Run 1, cells by drive strength:
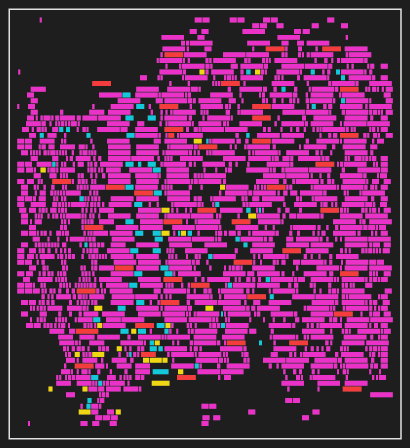
Run 1, sequential cells grouped by signal name:
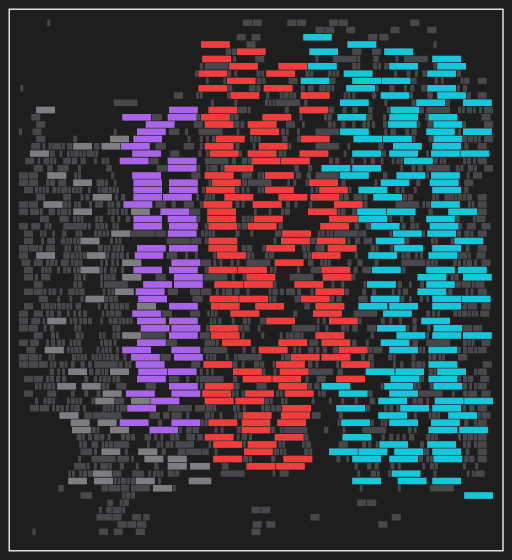
Run 1, cell density map:
The die is cut into 18 by 20 equal tiles; black is low, pale yellow is high, 0 to 100% covered.
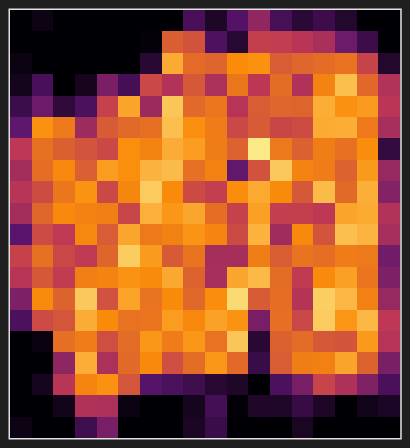
Run 1, routing congestion map:
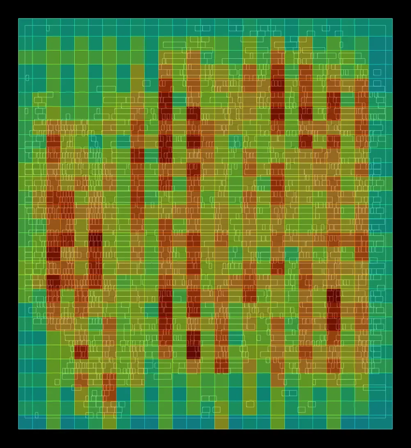
## src/rtl/fetch_queue_unit.sv

```systemverilog
// fetch_queue_unit: instruction fetch front end with a decode queue,
// pipelined I-cache requests and redirect squashing of in-flight responses.
module fetch_queue_unit #(
   parameter int PC_W = 32,
   parameter int INSTR_W = 32,
   parameter int QDEPTH = 4,
   parameter int MAX_OUT = 2,
   parameter logic [PC_W-1:0] RESET_PC = '0
) (
   input  logic                         clk,
   input  logic                         nrst,
   input  logic                         redirect_i,
   input  logic [PC_W-1:0]              redirect_pc_i,
   output logic                         ic_req_valid_o,
   input  logic                         ic_req_ready_i,
   output logic [PC_W-1:0]              ic_req_addr_o,
   input  logic                         ic_resp_valid_i,
   input  logic [INSTR_W-1:0]           ic_resp_instr_i,
   output logic                         dec_valid_o,
   input  logic                         dec_ready_i,
   output logic [INSTR_W-1:0]           dec_instr_o,
   output logic [PC_W-1:0]              dec_pc_o,
   output logic [$clog2(QDEPTH+1)-1:0]  q_count_o
);

   localparam int CW  = $clog2(QDEPTH+1);
   localparam int CW1 = CW + 1;
   localparam int QW  = $clog2(QDEPTH);
   localparam int OW  = $clog2(MAX_OUT+1);
   localparam int PW  = (MAX_OUT > 1) ? $clog2(MAX_OUT) : 1;

   typedef enum logic {RUN, SQUASH} state_t;

   state_t             state;
   logic               run_q;
   logic [PC_W-1:0]    fetch_pc;
   logic [PC_W-1:0]    pend_pc [MAX_OUT];
   logic [PW-1:0]      pend_wr;
   logic [PW-1:0]      pend_rd;
   logic [OW-1:0]      outst;
   logic [OW-1:0]      drop_cnt;
   logic [INSTR_W-1:0] q_instr [QDEPTH];
   logic [PC_W-1:0]    q_pc [QDEPTH];
   logic [QW-1:0]      q_head;
   logic [QW-1:0]      q_tail;
   logic [CW-1:0]      count;

   logic               req_fire;
   logic               resp_fire;
   logic               keep;
   logic               pop;
   logic [OW-1:0]      outst_after;
   logic [CW1-1:0]     credit_sum;
   logic               unused_pc_lsb;

   function automatic logic [PW-1:0] pend_nxt(input logic [PW-1:0] p);
      return (p == PW'(MAX_OUT-1)) ? '0 : p + 1'b1;
   endfunction

   assign unused_pc_lsb = ^redirect_pc_i[1:0];

   // Credit covers queued entries plus in-flight requests, so a kept
   // response always finds a free slot.
   assign credit_sum = CW1'(count) + CW1'(outst);

   assign ic_req_valid_o = run_q & ~redirect_i
                         & (outst < OW'(MAX_OUT))
                         & (credit_sum < CW1'(QDEPTH));
   assign ic_req_addr_o  = fetch_pc;

   assign req_fire    = ic_req_valid_o & ic_req_ready_i;
   assign resp_fire   = ic_resp_valid_i & (outst != '0);
   assign keep        = resp_fire & ~redirect_i & (state == RUN);
   assign outst_after = outst - OW'(resp_fire);

   assign dec_valid_o = (count != '0) & ~redirect_i;
   assign dec_instr_o = q_instr[q_head];
   assign dec_pc_o    = q_pc[q_head];
   assign q_count_o   = count;
   assign pop         = dec_valid_o & dec_ready_i;

   always_ff @(posedge clk) begin
      if (!nrst) begin
         state    <= RUN;
         run_q    <= 1'b0;
         fetch_pc <= RESET_PC;
         pend_wr  <= '0;
         pend_rd  <= '0;
         outst    <= '0;
         drop_cnt <= '0;
         q_head   <= '0;
         q_tail   <= '0;
         count    <= '0;
         for (int i = 0; i < QDEPTH; i++) begin
            q_pc[i]    <= RESET_PC;
            q_instr[i] <= '0;
         end
      end else begin
         run_q <= 1'b1;
         outst <= outst_after + OW'(req_fire);
         if (req_fire) begin
            pend_pc[pend_wr] <= fetch_pc;
            pend_wr          <= pend_nxt(pend_wr);
         end
         if (resp_fire)
            pend_rd <= pend_nxt(pend_rd);
         if (redirect_i) begin
            fetch_pc <= {redirect_pc_i[PC_W-1:2], 2'b00};
            drop_cnt <= outst_after;
            state    <= (outst_after != '0) ? SQUASH : RUN;
            q_head   <= '0;
            q_tail   <= '0;
            count    <= '0;
         end else begin
            if (req_fire)
               fetch_pc <= fetch_pc + PC_W'(4);
            if (resp_fire && state == SQUASH) begin
               drop_cnt <= drop_cnt - 1'b1;
               if (drop_cnt == OW'(1))
                  state <= RUN;
            end
            if (keep) begin
               q_instr[q_tail] <= ic_resp_instr_i;
               q_pc[q_tail]    <= pend_pc[pend_rd];
               q_tail          <= q_tail + 1'b1;
            end
            if (pop)
               q_head <= q_head + 1'b1;
            count <= count + CW'(keep) - CW'(pop);
         end
      end
   end

endmodule
```

## config.mk

```make
export PLATFORM = sky130hd
export DESIGN_NAME = fetch_queue_unit
export DESIGN_NICKNAME = d
export VERILOG_FILES = /design/src/rtl/fetch_queue_unit.sv
export SDC_FILE = /design/constraint.sdc
export NUM_CORES = 1
export LEC_CHECK = 0
export ABC_AREA = 1
export CORE_ASPECT_RATIO = 1.1
export CORE_MARGIN = 3
export CORE_UTILIZATION = 45
export CTS_BUF_LIST = sky130_fd_sc_hd__clkbuf_16
export DETAILED_ROUTE_END_ITERATION = 8
export PLACE_DENSITY = 0.71
export SYNTH_ARGS = -nofsm -noshare
export SYNTH_HDL_FRONTEND = slang
export SYNTH_SLANG_ARGS = --single-unit
```

## constraint.sdc

```tcl
create_clock -name clk -period 16.8 [get_ports clk]
set_input_delay 4.2 -clock clk [delete_from_list [all_inputs] [get_ports clk]]
set_output_delay 4.2 -clock clk [all_outputs]
set_load 0.01 [all_outputs]
```

==> run_results.csv, run 1 <==
group,metric,value,unit
status,status,"complete, no violations",
route,route.vias.total,11205,
synthesis,syn_inst,1520,
route,detail_route.drc_violations,0,
floorplan,area_of_the_chip,37200,µm²
flow_run,drv_cap,0,
power_and_ir_drop,p_per_area,105,nW/µm²
finish,layout-drive-gt1-share,8.22,%
synthesis,seq_area_frac_synth,65.0,%
critical_path,critical_path.endpoint,"ic_req_valid_o",
sta,timing.hold.ws,452,ps
clock_network,cts_tree,"done",
synthesis,synth_area_in_xor_xnor,0.613,%
critical_path,setup.worst_path.end_class,"output port",
clock_network,cts-buffers-inserted,38,
power_and_ir_drop,ir_worst_vdd,0.0625,mV
sta,maxSlewHeadroom,29.7,%
finish,largest_register_ff_count,128,
finish,max_flop_register,"q_instr",
route,total_length_of_routed_wires,36700,µm
synthesis,yosys-top-cells-area,"edfxtp_1, nor2_1, dfxtp_1",
synthesis,ys_chip_area,15700,µm²
sta,final.period_utilization,60.6,%
finish,ff_latch_area,10200,µm²
finish,sequential_cell_area_share,54.4,%
critical_path,setup.worst_path.start,"redirect_i",
flow_run,warnings,28,
synthesis,ys_sh_simple,17.0,%
route,dr.pass1.iters,7,
grt,met2_usage,33.3,%
clock_network,cts.sink_count,356,
clock_network,clock_latency_on_the_worst_skew_pair,520,ps
sta,setup_slack,6620,ps
placed_design,dpl-instance-area,17700,µm²
sta,period_minus_slack,10180,ps
finish,n_all_buffers,178,
grt,largest_net_degree_at_the_start_of_global_routing,80,
finish,clockBufferCount,39,
route,antenna_violating_nets_post_route,0,
floorplan,io_pins,171,
clock_network,clock_tree.root_cell,"clkbuf_16",
synthesis,syn_area,15700,µm²
floorplan,core-area,34300,µm²
clock_network,cts_resized,0,
grt,grt_antenna_before_repair,0,
synthesis,synth.top_cells.by_count,"nor2_1, edfxtp_1, nand2_1",
finish,dominant-cell-class,"registers",
hold_path,hold_end,"pend_rd$_SDFFE_PN0N_",
floorplan,tapcell.inserted,438,
finish,layout.clock.cell_area_share,5.93,%
critical_path,timing.critical_path.arrival,5980,ps
floorplan,core.rowCount,71,
synthesis,synth_adder_area_share,0.685,%
clock_network,post_cts.repair.setup_buffers,0,
synthesis,asyncSetResetFlopFracSynth,0,%
clock_network,cts_buffer_depth,3,
grt,grt_pass1_vias,11093,
About 'cells by drive strength':
x1 and smaller -> magenta  # cells 1540, most used nor2_1
x2 -> cyan  # cells 69, most used mux2_2
x6 and larger -> red  # cells 42, most used clkbuf_16
x3 and x4 -> yellow  # cells 27, most used buf_4

About 'sequential cells grouped by signal name':
q_instr -> cyan  # flops 128, where a vertical strip on the right
q_pc -> red  # flops 120
pend_pc -> purple  # flops 60

About 'cell density map':
emptiest ninth of the die = top left
mean over tiles = 49%
fullest tile = 95%

About 'routing congestion map':
layer carrying the most global-route usage: met2
final standard cell utilization of the core: 54.7%

## run 1: cells in the final DEF, fill, tap and decap left out, drive strengths merged, types with 3 or more instances in the layout
cell type	count
clkbuf	39
nor2	368
xor2	4
mux2	26
ha	7
o22ai	62
nand2	167
a31oi	7
edfxtp	308
clkinv	16
nand3	50
or2	4
nand4	3
o211ai	4
buf	14
inv	145
o21ai	144
conb	4
clkdlybuf4s50	164
nor3	47
mux2i	4
a21oi	28
dfxtp	48
xnor2	7
## run 1: report_power, final
part	switching, W	internal [W]
clock network	0.000322	0.000433
registers	0.0000217	0.00100
logic	0.000112	0.0000825
total	0.000456	0.00152
## run 1: critical path: stages
cell and delay, ps:
clkdlybuf4s50_1 400, buf_4 250, inv_4 250, nand3_2 150, nor2_2 160, clkdlybuf4s50_1 550
--- run 2 (diff from run 1) ---
PLACE_DENSITY = 0.73   (was 0.71)
clock period = 9.2 ns   (was 16.8 ns; I/O delays follow)
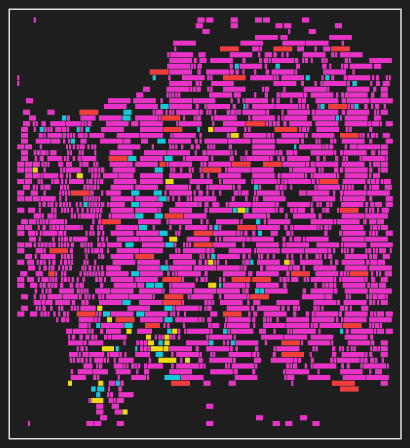
Run 2: cells by drive strength
x2 -> cyan  # cells 71, most used mux2_2
x6 and larger -> red  # cells 46, most used clkbuf_16
x1 and smaller -> magenta  # cells 1538, most used nor2_1
x3 and x4 -> yellow  # cells 27, most used buf_4

==> run_results.csv, run 2 <==
group,metric,value,unit
power_and_ir_drop,share_clk_of_total_power,39.8,%
finish,biggestRegsByFlops,"q_instr x128, q_pc x120, pend_pc x60",
grt,layer_carrying_the_most_global_route_usage,"met2",
finish,ff_latch_area,10200,µm²
power_and_ir_drop,p_per_area,196,nW/µm²
floorplan,io_pins,171,
sta,timing.final.setup_violations,0,
power_and_ir_drop,power_clock,0.00147,W
floorplan,tapcell.inserted,438,
clock_network,cts-hold-fix-buffers,0,
floorplan,core-area,34300,µm²
finish,layout.clock.cell_area_share,6.42,%
synthesis,asyncSetResetFlopFracSynth,0,%
synthesis,synth.top_cells.by_count,"nor2_1, edfxtp_1, nand2_1",
critical_path,crit_required,6900,ps
floorplan,core.rowCount,71,
clock_network,cts_buffer_depth,3,
finish,sequential_cell_area_share,54.2,%
route,route.detailed.vias_per_inst,5.31,
route,antenna_violating_nets_post_route,0,
grt,grt_pass1_vias,10930,
synthesis,seq_area_frac_synth,65.0,%
critical_path,path_cells,"clkdlybuf4s50_1 -> buf_4 -> inv_4 -> nand3_2 -> nor2_2 -> clkdlybuf4s50_1",
critical_path,critPathMaxStageDelay,550,ps
critical_path,crit_path_frequent_cell,"clkdlybuf4s50_1",
sta,final.period_utilization,69.3,%
clock_network,cts-buffers-inserted,37,
route,dr.pass1.iters,5,
clock_network,cts.sink_count,356,
flow_run,warnings,30,
flow_run,drv_cap,0,
route,route.top_layer_used,"met4",
power_and_ir_drop,power.switching_fraction,22.7,%
grt,met2_usage,32.8,%
grt,grt_antenna_before_repair,0,
finish,clockBufferCount,39,
clock_network,clock_tree.root_cell,"clkbuf_16",
critical_path,cp.buffers_inverters,4,
route,route.vias.total,11253,
finish,n_all_buffers,179,
finish,max_flop_register,"q_instr",
power_and_ir_drop,cell_internal_pwr,0.00286,W
critical_path,critical-path-slowest-cell,"clkdlybuf4s50_1",
clock_network,clock_latency_on_the_worst_skew_pair,510,ps
power_and_ir_drop,net-switching-power,0.000840,W
grt,grt_util_met1,25.1,%
sta,timing.hold.ws,462,ps
power_and_ir_drop,ir_worst_vdd,0.120,mV
synthesis,syn_avg_cell_area,10.3,µm²
grt,largest_net_degree_at_the_start_of_global_routing,107,
clock_network,post_cts.repair.setup_buffers,0,
floorplan,core_util_floorplan,45.8,%
finish,lay_top_count,"nor2_1",
route,detailroute.wirelength.met2,17900,µm
finish,layout-drive-gt1-share,8.56,%
critical_path,start_kind,"input pin",
synthesis,yosys-top-cells-area,"edfxtp_1, nor2_1, dfxtp_1",
synthesis,postSynth.topFlopCell,"edfxtp_1",
floorplan,area_of_the_chip,37200,µm²
placed_design,dpl-instance-area,17700,µm²
clock_network,cts_resized,0,
synthesis,syn_inst,1520,
finish,largest_register_ff_count,128,
power_and_ir_drop,p_comb,0.000356,W
finish,dominant-cell-class,"registers",
finish,commonest_non_fill_non_tap_cells_in_the_layout,"nor2_1, edfxtp_1, clkdlybuf4s50_1, nand2_1, o21ai_0",
power_and_ir_drop,share_of_power_burned_in_combinational_logic,9.6,%
critical_path,setup.worst_path.start,"redirect_i",
critical_path,setup.worst_path.end_class,"output port",
route,detail_route.drc_violations,0,
finish,layout.nets,1731,
power_and_ir_drop,top_power_group,"registers",
synthesis,ys_chip_area,15700,µm²
sta,setup_slack,2830,ps
critical_path,timing.critical_path.arrival,4070,ps
finish,post-route-util,55.0,%
sta,maxSlewHeadroom,24.1,%
finish,antenna_cells_inserted,0,
clock_network,cts_tree,"done",
power_and_ir_drop,seqPwrFrac,50.6,%
route,total_length_of_routed_wires,36500,µm
sta,period_minus_slack,6370,ps
synthesis,syn_area,15700,µm²
critical_path,critical-path-top-delay-family,"buffers and inverters",
status,status,"complete, no violations",
power_and_ir_drop,powerSeq,0.00187,W
==> run 2: cell counts after synthesis <==
Identical to the previous run, type by type.
==> run 2: final timing paths <==
| kind | end | slack [ps] | cells after the start |
|---|---|---|---|
| min | pend_rd$_SDFFE_PN0N_ | 460 | 1 |
| max reg2reg | q_instr[0][31]$_SDFFCE_PN0P_ | 5600 | 6 |
| min reg2reg | pend_rd$_SDFFE_PN0N_ | 460 | 1 |
| max | ic_req_valid_o | 2830 | 6 |
==> run 2: kinds of logic after synthesis <==
| family | share of synthesized area, % |
|---|---|
| AND-OR/OR-AND | 8.56 |
| XOR/XNOR | 0.613 |
| adder cells (fa/ha/maj) | 0.685 |
| buffers and inverters | 5.96 |
| flip-flops | 65.0 |
| multiplexers | 2.12 |
| other | 0.0239 |
| AND/OR/NAND/NOR | 17.0 |
--- run 3 (diff from run 2) ---
clock period = 5.28 ns   (was 9.2 ns; I/O delays follow)
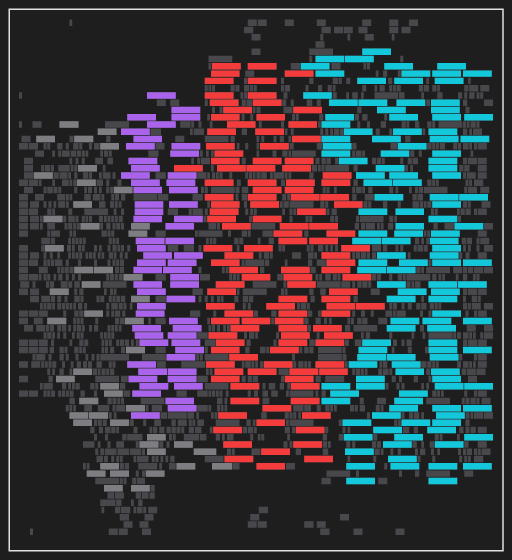
Run 3: sequential cells grouped by signal name
pend_pc -> purple  # flops 60
q_instr -> cyan  # flops 128, where a vertical strip on the right
q_pc -> red  # flops 120
not colored = 48

==> run_results.csv, run 3 <==
group,metric,value,unit
status,status,"complete, no violations",
route,detailroute.wirelength.met2,18200,µm
placed_design,dpl-instance-area,17800,µm²
power_and_ir_drop,share_clk_of_total_power,38.3,%
critical_path,cp.buffers_inverters,3,
critical_path,setup.worst_path.end_class,"output port",
power_and_ir_drop,power.switching_fraction,23.1,%
floorplan,core-area,34300,µm²
finish,layout.nets,1741,
power_and_ir_drop,p_comb,0.000628,W
finish,commonest_non_fill_non_tap_cells_in_the_layout,"nor2_1, edfxtp_1, clkdlybuf4s50_1, nand2_1, o21ai_0",
synthesis,edf_count,308,
synthesis,yosys-top-cells-area,"edfxtp_1, nor2_1, dfxtp_1",
power_and_ir_drop,seqPwrFrac,51.8,%
floorplan,area_of_the_chip,37200,µm²
route,total_length_of_routed_wires,36500,µm
clock_network,cts_buffer_depth,3,
floorplan,core_util_floorplan,45.8,%
grt,largest_net_degree_at_the_start_of_global_routing,80,
power_and_ir_drop,top_power_group,"registers",
synthesis,ys_sh_simple,17.0,%
synthesis,netlist.top_cell.by_area,"edfxtp_1",
clock_network,clock_tree.root_cell,"clkbuf_16",
clock_network,cts-buffers-inserted,37,
synthesis,seq_area_frac_synth,65.0,%
critical_path,r2r.worst_path.cells,8,
synthesis,yosys-mux-area-fraction,2.12,%
critical_path,path_cells,"clkinv_1 -> buf_4 -> o21ai_0 -> o22ai_1 -> clkdlybuf4s50_1",
power_and_ir_drop,powerSeq,0.00326,W
critical_path,start_kind,"flop",
floorplan,io_pins,171,
clock_network,cts_resized,0,
synthesis,ys_sh_aoi,8.56,%
finish,ff_latch_area,10200,µm²
route,route.vias.total,11307,
synthesis,syn_area,15700,µm²
synthesis,synth_area_in_xor_xnor,0.613,%
synthesis,postSynth.topFlopCell,"edfxtp_1",
synthesis,syn_inst,1520,
synthesis,syn_avg_cell_area,10.3,µm²
power_and_ir_drop,share_of_power_burned_in_combinational_logic,10.0,%
route,dr.pass1.iters,5,
floorplan,core.rowCount,71,
sta,tightest_slew,1210,ps
sta,setup_slack,841,ps
sta,timing.hold.ws,469,ps
critical_path,critical-path-slowest-cell,"clkinv_1",
route,antenna_violating_nets_post_route,0,
sta,period_minus_slack,4440,ps
synthesis,synth_cell_type_count,37,
grt,grt_pass1_vias,10943,
grt,grt_antenna_before_repair,0,
sta,maxSlewHeadroom,18.9,%
clock_network,cts-hold-fix-buffers,0,
critical_path,critical-path-top-delay-family,"buffers and inverters",
grt,use_met3,2.43,%
finish,largest_register_ff_count,128,
power_and_ir_drop,p_per_area,334,nW/µm²
route,drt-initial-drc-count,975,
critical_path,critPathMaxStageDelay,910,ps
grt,met2_usage,34.0,%
flow_run,drv_cap,0,
power_and_ir_drop,ir_worst_vdd,0.211,mV
power_and_ir_drop,power_clock,0.00241,W
critical_path,crit_cells,5,
finish,combGateArea,4610,µm²
hold_path,hold_path_depth,2,
clock_network,clock_latency_on_the_worst_skew_pair,520,ps
route,route.top_layer_used,"met4",
synthesis,ys_chip_area,15700,µm²
route,route.detailed.vias_per_inst,5.31,
critical_path,timing.critical_path.arrival,3120,ps
synthesis,asyncSetResetFlopFracSynth,0,%
finish,antenna_cells_inserted,0,
grt,layer_carrying_the_most_global_route_usage,"met2",
sta,final.period_utilization,84.1,%
placed_design,port_buf_inserts,164,
clock_network,post_cts.repair.setup_buffers,0,
synthesis,combinational_family_with_the_most_area_after_synthesis,"simple AND/OR/NAND/NOR gates",
clock_network,cts_tree,"done",
flow_run,warnings,28,
synthesis,synth_adder_area_share,0.685,%
finish,lay_top_count,"nor2_1",
finish,biggestRegsByFlops,"q_instr x128, q_pc x120, pend_pc x60",
grt,grt_util_met1,24.9,%
power_and_ir_drop,cell_internal_pwr,0.00484,W
## run 3: worst paths after layout
| path | start | endpoint | slack, ps |
|---|---|---|---|
| worst max-delay path | flop | dec_instr_o[10] | 840 |
| worst min-delay path | pend_wr$_SDFFE_PN0P_ | pend_wr$_SDFFE_PN0P_ | 470 |
| worst max register to register | q_count_o[1]$_SDFF_PP0_ | pend_pc[0][2]$_DFFE_PP_ | 2950 |
| worst min register to register | pend_wr$_SDFFE_PN0P_ | pend_wr$_SDFFE_PN0P_ | 470 |
## run 3: cell type report
class / instances / share of cell area [%]
flip-flops and latches: 356 / 54.1
multi-input cells: 942 / 24.4
clock buffers: 39 / 5.17
well taps: 438 / 2.90
inverters: 137 / 2.74
repair buffers: 189 / 9.89
clock inverters: 27 / 0.795
Power figures rest on the tool's default switching activity, not on a simulated workload.
